--- config.mk ---
export PLATFORM = sky130hd
export DESIGN_NAME = stream_mux_rr
export DESIGN_NICKNAME = d
export VERILOG_FILES = /design/src/rtl/stream_mux_rr.sv
export SDC_FILE = /design/constraint.sdc
export NUM_CORES = 1
export LEC_CHECK = 0
export ABC_AREA = 1
export CAP_MARGIN = 20
export CORE_MARGIN = 10
export CORE_UTILIZATION = 40
export DETAILED_ROUTE_END_ITERATION = 6
export GPL_TIMING_DRIVEN = 1
export HOLD_SLACK_MARGIN = 0.12
export PLACE_DENSITY = 0.81
export SETUP_SLACK_MARGIN = 0.05
export SYNTH_ARGS = -nofsm -noshare
export SYNTH_HDL_FRONTEND = slang
export SYNTH_SLANG_ARGS = --single-unit
--- constraint.sdc ---
create_clock -name clk -period 2.7 [get_ports clk]
set_clock_uncertainty 0.05 [all_clocks]
set_input_delay 0.27 -clock clk [delete_from_list [all_inputs] [get_ports clk]]
set_output_delay 0.27 -clock clk [all_outputs]
set_load 0.1 [all_outputs]
--- src/rtl/stream_mux_rr.sv ---
// N-channel valid/ready stream mux: round-robin or fixed-select grant into one registered output slot.
// Latency 1 cycle; in_ready is combinational and only the granted channel is ever ready, gated by output-slot space.
module stream_mux_rr #(
    parameter int WIDTH = 32,
    parameter int NCH   = 4,
    parameter int SELW  = 2
) (
    input  logic                 clk,
    input  logic                 reset,
    input  logic [NCH*WIDTH-1:0] in_data,
    input  logic [NCH-1:0]       in_valid,
    output logic [NCH-1:0]       in_ready,
    input  logic                 mode,
    input  logic [SELW-1:0]      sel,
    output logic [WIDTH-1:0]     out_data,
    output logic                 out_valid,
    output logic [SELW-1:0]      out_chan,
    input  logic                 out_ready
);

    localparam logic [SELW:0]   NCH_W = (SELW+1)'(NCH);
    localparam logic [SELW-1:0] LAST  = SELW'(NCH - 1);

    logic [SELW-1:0]  ptr_q, ptr_d;
    logic             vld_q, vld_d;
    logic [WIDTH-1:0] data_q, data_d;
    logic [SELW-1:0]  chan_q, chan_d;

    logic [NCH-1:0]   grant;
    logic [SELW-1:0]  gidx;
    logic             gvld;
    logic [SELW:0]    cand;
    logic             can_accept;
    logic             xfer;

    assign can_accept = !vld_q || out_ready;
    assign xfer       = gvld && can_accept;

    // Arbitration: cand carries one spare bit so ptr+k can wrap without overflow.
    always_comb begin
        gvld = 1'b0;
        gidx = '0;
        cand = '0;
        if (mode) begin
            if (({1'b0, sel} < NCH_W) && in_valid[sel]) begin
                gvld = 1'b1;
                gidx = sel;
            end
        end else begin
            for (int k = 0; k < NCH; k++) begin
                cand = {1'b0, ptr_q} + (SELW+1)'(k);
                if (cand >= NCH_W) begin
                    cand = cand - NCH_W;
                end
                if (!gvld && in_valid[cand[SELW-1:0]]) begin
                    gvld = 1'b1;
                    gidx = cand[SELW-1:0];
                end
            end
        end
    end

    always_comb begin
        grant = '0;
        if (gvld) begin
            grant[gidx] = 1'b1;
        end
    end

    assign in_ready = grant & {NCH{can_accept}};

    // A load always wins over a drain so back-to-back beats never bubble.
    always_comb begin
        vld_d  = vld_q;
        data_d = data_q;
        chan_d = chan_q;
        ptr_d  = ptr_q;
        if (xfer) begin
            vld_d  = 1'b1;
            data_d = in_data[gidx*WIDTH +: WIDTH];
            chan_d = gidx;
            if (!mode) begin
                ptr_d = (gidx == LAST) ? '0 : gidx + 1'b1;
            end
        end else if (out_ready) begin
            vld_d = 1'b0;
        end
    end

    always_ff @(posedge clk or posedge reset) begin
        if (reset) begin
            vld_q  <= 1'b0;
            data_q <= '0;
            chan_q <= '0;
            ptr_q  <= '0;
        end else begin
            vld_q  <= vld_d;
            data_q <= data_d;
            chan_q <= chan_d;
            ptr_q  <= ptr_d;
        end
    end

    assign out_valid = vld_q;
    assign out_data  = data_q;
    assign out_chan  = chan_q;

endmodule

### The metal 1 layer, run 1

Bar = 20 µm. Supply wires on this layer in grey.
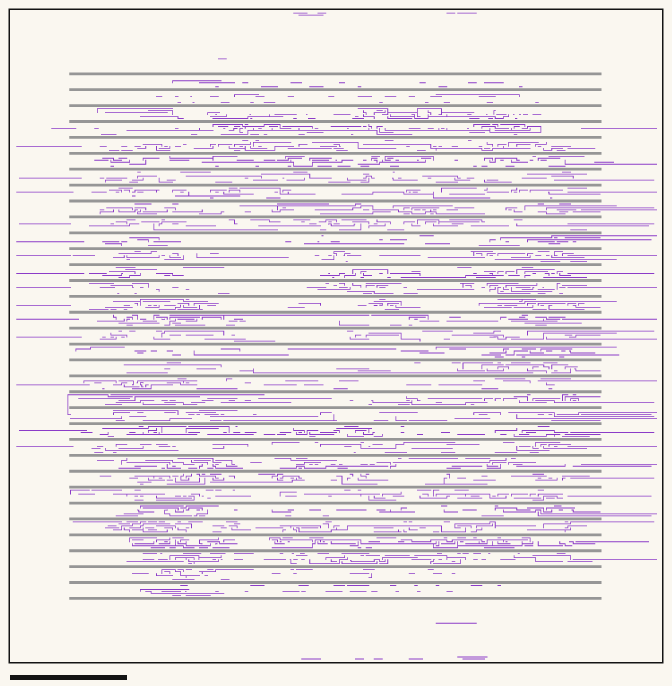
wire length on this layer	5100 µm
main direction	horizontal
share of all routed wire	42%

### Met2 routing, run 1

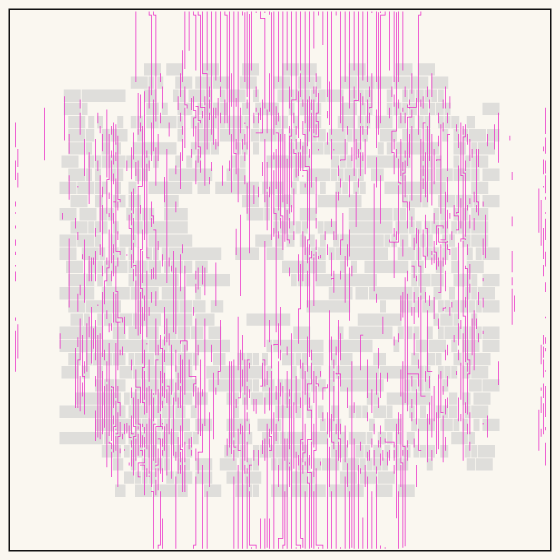
wire length on this layer	6220 µm
longest straight run	49.3 µm
main direction	vertical
nets with wire on the layer	677

### Met3 routing, run 1

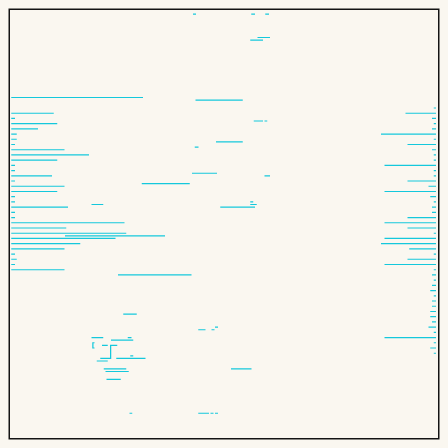
longest straight run	34.0 µm
wire length on this layer	655 µm
nets with wire on the layer	104
main direction	horizontal
share of all routed wire	5.3%

==> Flow_metrics.wiki, run 1 <==
== Implementation results ==
{| class="wikitable"
! Metric !! Value
|-
| Chip Footprint || 12400 µm²
|-
| Placed inst area || 5080 µm²
|-
| Seq cells post-synth || 37
|-
| Gate power share || 76.4%
|-
| GRT Overall Usage || 18.1%
|-
| Number of rows in the core area || 33
|-
| Power share of the sequential group || 14.7%
|-
| Top flip-flop cell by instance count after synthesis || sky130_fd_sc_hd__dfrtp_1
|-
| Final Setup Violations || 0
|-
| Net switching component of the power || 4080 µW
|-
| Quantity of gates resized following cts || 2
|-
| Seq power || 982 µW
|-
| Initial antenna violation count || 0
|-
| Ranking of synthesized cells by area || sky130_fd_sc_hd__nand2_1, sky130_fd_sc_hd__dfrtp_1, sky130_fd_sc_hd__nand3_1
|-
| Cell area after layout || 5390 µm²
|-
| Ant. Diodes || 0
|-
| Total DRC errors in the routed layout || 0
|-
| Clock tree from TritonCTS || yes
|-
| Synth top cell by count || sky130_fd_sc_hd__nand2_1
|-
| Count of buffers added by post-CTS timing repair for setup || 5
|-
| Flops || 37
|-
| Post-Synthesis Net Count || 721
|-
| Layout clock buffers || 5
|-
| CTS H-tree lvls || 2
|-
| Adder-cell share of the synthesized area || 0.373%
|-
| Leakage power of the design || 0.00297 µW
|-
| Drt via density || 4.79
|-
| Met3 Wirelength || 654 µm
|-
| M1 wire length || 5100 µm
|-
| Register Area || 928 µm²
|-
| Number of buffers created by CTS || 5
|-
| Buffers plus inverters on the worst setup path || 3
|-
| Clock share of power || 8.8%
|-
| Hold buffer count at cts || 0
|-
| Async set-reset flop share out of synthesis || 100%
|-
| Layout overhead on the synthesized area || 60.7%
|-
| Result of the run || complete, no violations
|-
| Total wire length || 12300 µm
|-
| IO buf count || 176
|-
| Crit Reg-Reg Startpoint || ptr_q[0]$_DFFE_PP0P_
|-
| Count of inserted tapcells || 105
|}
==> run 1 -> run 2 <==
--- a/config.mk
+++ b/config.mk
@@ -14,6 +14,7 @@
 export HOLD_SLACK_MARGIN = 0.12
 export PLACE_DENSITY = 0.81
 export SETUP_SLACK_MARGIN = 0.05
+export SLEW_MARGIN = 20
 export SYNTH_ARGS = -nofsm -noshare
 export SYNTH_HDL_FRONTEND = slang
 export SYNTH_SLANG_ARGS = --single-unit
### Met2 routing, run 2

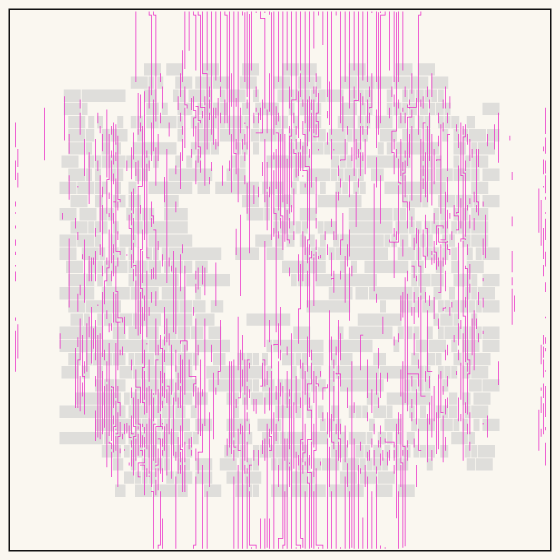
longest straight run	49.3 µm
share of all routed wire	51%
wire length on this layer	6220 µm
main direction	vertical
nets with wire on the layer	677

### The metal 1 layer, run 2

Bar = 20 µm. Supply wires on this layer in grey.
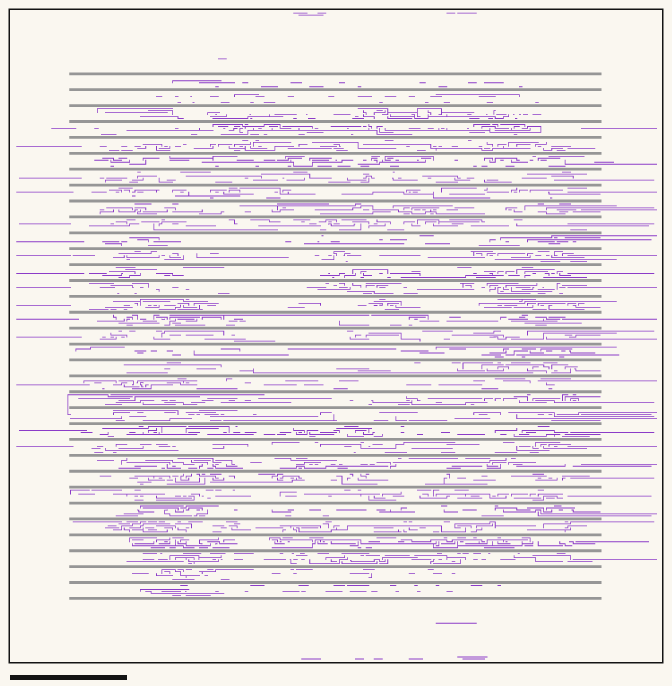
longest straight run	47.8 µm
nets with wire on the layer	795
wire length on this layer	5100 µm
main direction	horizontal

==> Flow_metrics.wiki, run 2 <==
== Implementation results ==
{| class="wikitable"
! Metric !! Value
|-
| Result of the run || complete, no violations
|-
| Power share of the sequential group || 14.7% (about the same)
|-
| Ant. Diodes || 0 (unchanged)
|-
| Total DRC errors in the routed layout || 0 (unchanged)
|-
| Seq power || 982 µW (about the same)
|-
| GRT Overall Usage || 18.1% (unchanged)
|-
| Layout overhead on the synthesized area || 60.7% (unchanged)
|-
| Count of inserted tapcells || 105 (unchanged)
|-
| Buffers plus inverters on the worst setup path || 3 (unchanged)
|-
| Async set-reset flop share out of synthesis || 100% (unchanged)
|-
| Hold buffer count at cts || 0 (unchanged)
|-
| Layout clock buffers || 5 (unchanged)
|-
| Clock tree from TritonCTS || yes
|-
| Post-Synthesis Net Count || 721 (unchanged)
|-
| Count of buffers added by post-CTS timing repair for setup || 5 (unchanged)
|-
| Cell area after layout || 5390 µm² (unchanged)
|-
| Number of rows in the core area || 33 (unchanged)
|-
| Ranking of synthesized cells by area || sky130_fd_sc_hd__nand2_1, sky130_fd_sc_hd__dfrtp_1, sky130_fd_sc_hd__nand3_1
|-
| Clock share of power || 8.8% (about the same)
|-
| Number of buffers created by CTS || 5 (unchanged)
|-
| Total wire length || 12300 µm (unchanged)
|-
| Flops || 37 (unchanged)
|-
| Adder-cell share of the synthesized area || 0.373% (unchanged)
|-
| Chip Footprint || 12400 µm² (unchanged)
|-
| Placed inst area || 5080 µm² (unchanged)
|-
| Gate power share || 76.4% (about the same)
|-
| CTS H-tree lvls || 2 (unchanged)
|-
| Seq cells post-synth || 37 (unchanged)
|-
| M1 wire length || 5100 µm (unchanged)
|-
| Crit Reg-Reg Startpoint || ptr_q[0]$_DFFE_PP0P_
|-
| Met3 Wirelength || 654 µm (unchanged)
|-
| Quantity of gates resized following cts || 2 (unchanged)
|-
| Initial antenna violation count || 0 (unchanged)
|-
| Register Area || 928 µm² (unchanged)
|-
| Leakage power of the design || 0.00297 µW (unchanged)
|}
### Routing congestion map, run 2

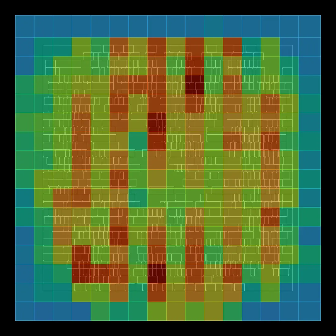
M2 GR Usage: 31.3%
met3 track demand over resource in global routing: 4.94%

==> run 2 -> run 3 <==
--- a/config.mk
+++ b/config.mk
@@ -8,11 +8,12 @@
 export ABC_AREA = 1
 export CAP_MARGIN = 20
 export CORE_MARGIN = 10
-export CORE_UTILIZATION = 40
+export CORE_UTILIZATION = 41
+export CTS_BUF_LIST = sky130_fd_sc_hd__clkbuf_8
 export DETAILED_ROUTE_END_ITERATION = 6
-export GPL_TIMING_DRIVEN = 1
+export GPL_TIMING_DRIVEN = 0
 export HOLD_SLACK_MARGIN = 0.12
-export PLACE_DENSITY = 0.81
+export PLACE_DENSITY = 0.82
 export SETUP_SLACK_MARGIN = 0.05
 export SLEW_MARGIN = 20
 export SYNTH_ARGS = -nofsm -noshare
### The metal 4 layer, run 3

Bar = 20 µm. Supply wires on this layer in grey.
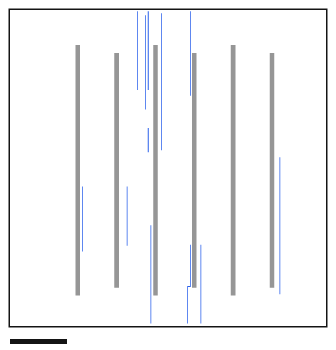
nets with wire on the layer	12
wire length on this layer	352 µm

### Met2 routing, run 3

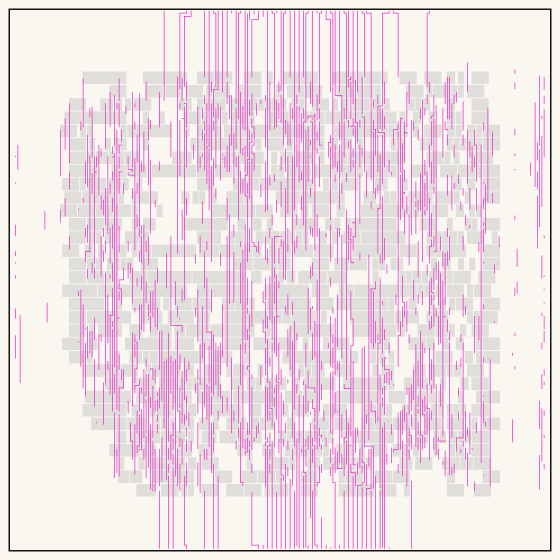
longest straight run	64.9 µm
main direction	vertical

==> Flow_metrics.wiki, run 3 <==
== Implementation results ==
{| class="wikitable"
! Metric !! Value
|-
| Type of the setup path with the least slack || reg2out
|-
| Post-Synthesis Net Count || 721 (unchanged)
|-
| Quantity of gates resized following cts || 36 (+34)
|-
| Area share of and-or/or-and cells after synthesis || 2.09%
|-
| Half-perimeter wire length after detailed placement || 10700 µm
|-
| M2 GR Usage || 35.8% (+4.5 points)
|-
| Chip Height || 110 µm
|-
| Met3 Wirelength || 1130 µm (+72%)
|-
| Min setup slack post-route || -0.00160 ns
|-
| Number of buffers created by CTS || 5 (unchanged)
|-
| Placed inst area || 5290 µm² (+4.1%)
|-
| Clock Power || 570 µW
|-
| Crit Reg-Reg Startpoint || ptr_q[0]$_DFFE_PP0P_
|-
| Cell area after layout || 5640 µm² (+4.7%)
|-
| Met3 track demand over resource in global routing || 6.54% (+1.6 points)
|-
| Ant. Diodes || 0 (unchanged)
|-
| Layout clock buffers || 5 (unchanged)
|-
| Flops || 37 (unchanged)
|-
| Buffers plus inverters on the worst setup path || 5 (+2)
|-
| Adder-cell share of the synthesized area || 0.373% (unchanged)
|-
| Violations in the final reports || setup timing
|-
| Count of inserted tapcells || 102 (-2.9%)
|-
| Seq power || 967 µW (-2%)
|-
| Result of the run || finished with violations
|-
| Final Setup Violations || 1
|-
| Fp util || 42.7%
|-
| Setup repair after global routing missed its margin || true
|-
| Clock share of power || 8.2% (-0.6 points)
|-
| M1 wire length || 5340 µm (+4.7%)
|-
| Total DRC errors in the routed layout || 0 (unchanged)
|-
| CTS H-tree lvls || 2 (unchanged)
|-
| Seq cells post-synth || 37 (unchanged)
|-
| Core occupancy in the finished layout || 71.9%
|-
| Count of buffers added by post-CTS timing repair for setup || 5 (unchanged)
|-
| Non-clock buffering overhead || 38.2%
|-
| Initial antenna violation count || 0 (unchanged)
|-
| Number of rows in the core area || 32 (-3.0%)
|-
| Gate power share || 77.9% (+1.5 points)
|-
| Clock Network Area Fraction || 2.37%
|-
| Chip Footprint || 12200 µm² (-2.0%)
|-
| Hold buffer count at cts || 0 (unchanged)
|-
| GRT Overall Usage || 20.7% (+2.6 points)
|-
| Power share of the sequential group || 13.9% (-0.8 points)
|-
| Worst-case headroom to the max-slew limit || 28.0%
|-
| Register Area || 928 µm² (unchanged)
|-
| Async set-reset flop share out of synthesis || 100% (unchanged)
|-
| Total wire length || 13500 µm (+9.7%)
|-
| Clock tree from TritonCTS || yes
|}
### Met3 routing, run 3

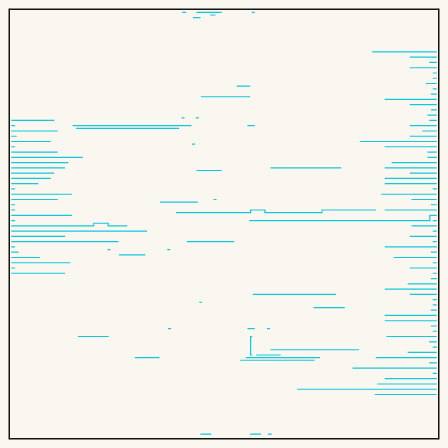
main direction	horizontal
nets with wire on the layer	121

Power is estimated from default activity; no workload was simulated.
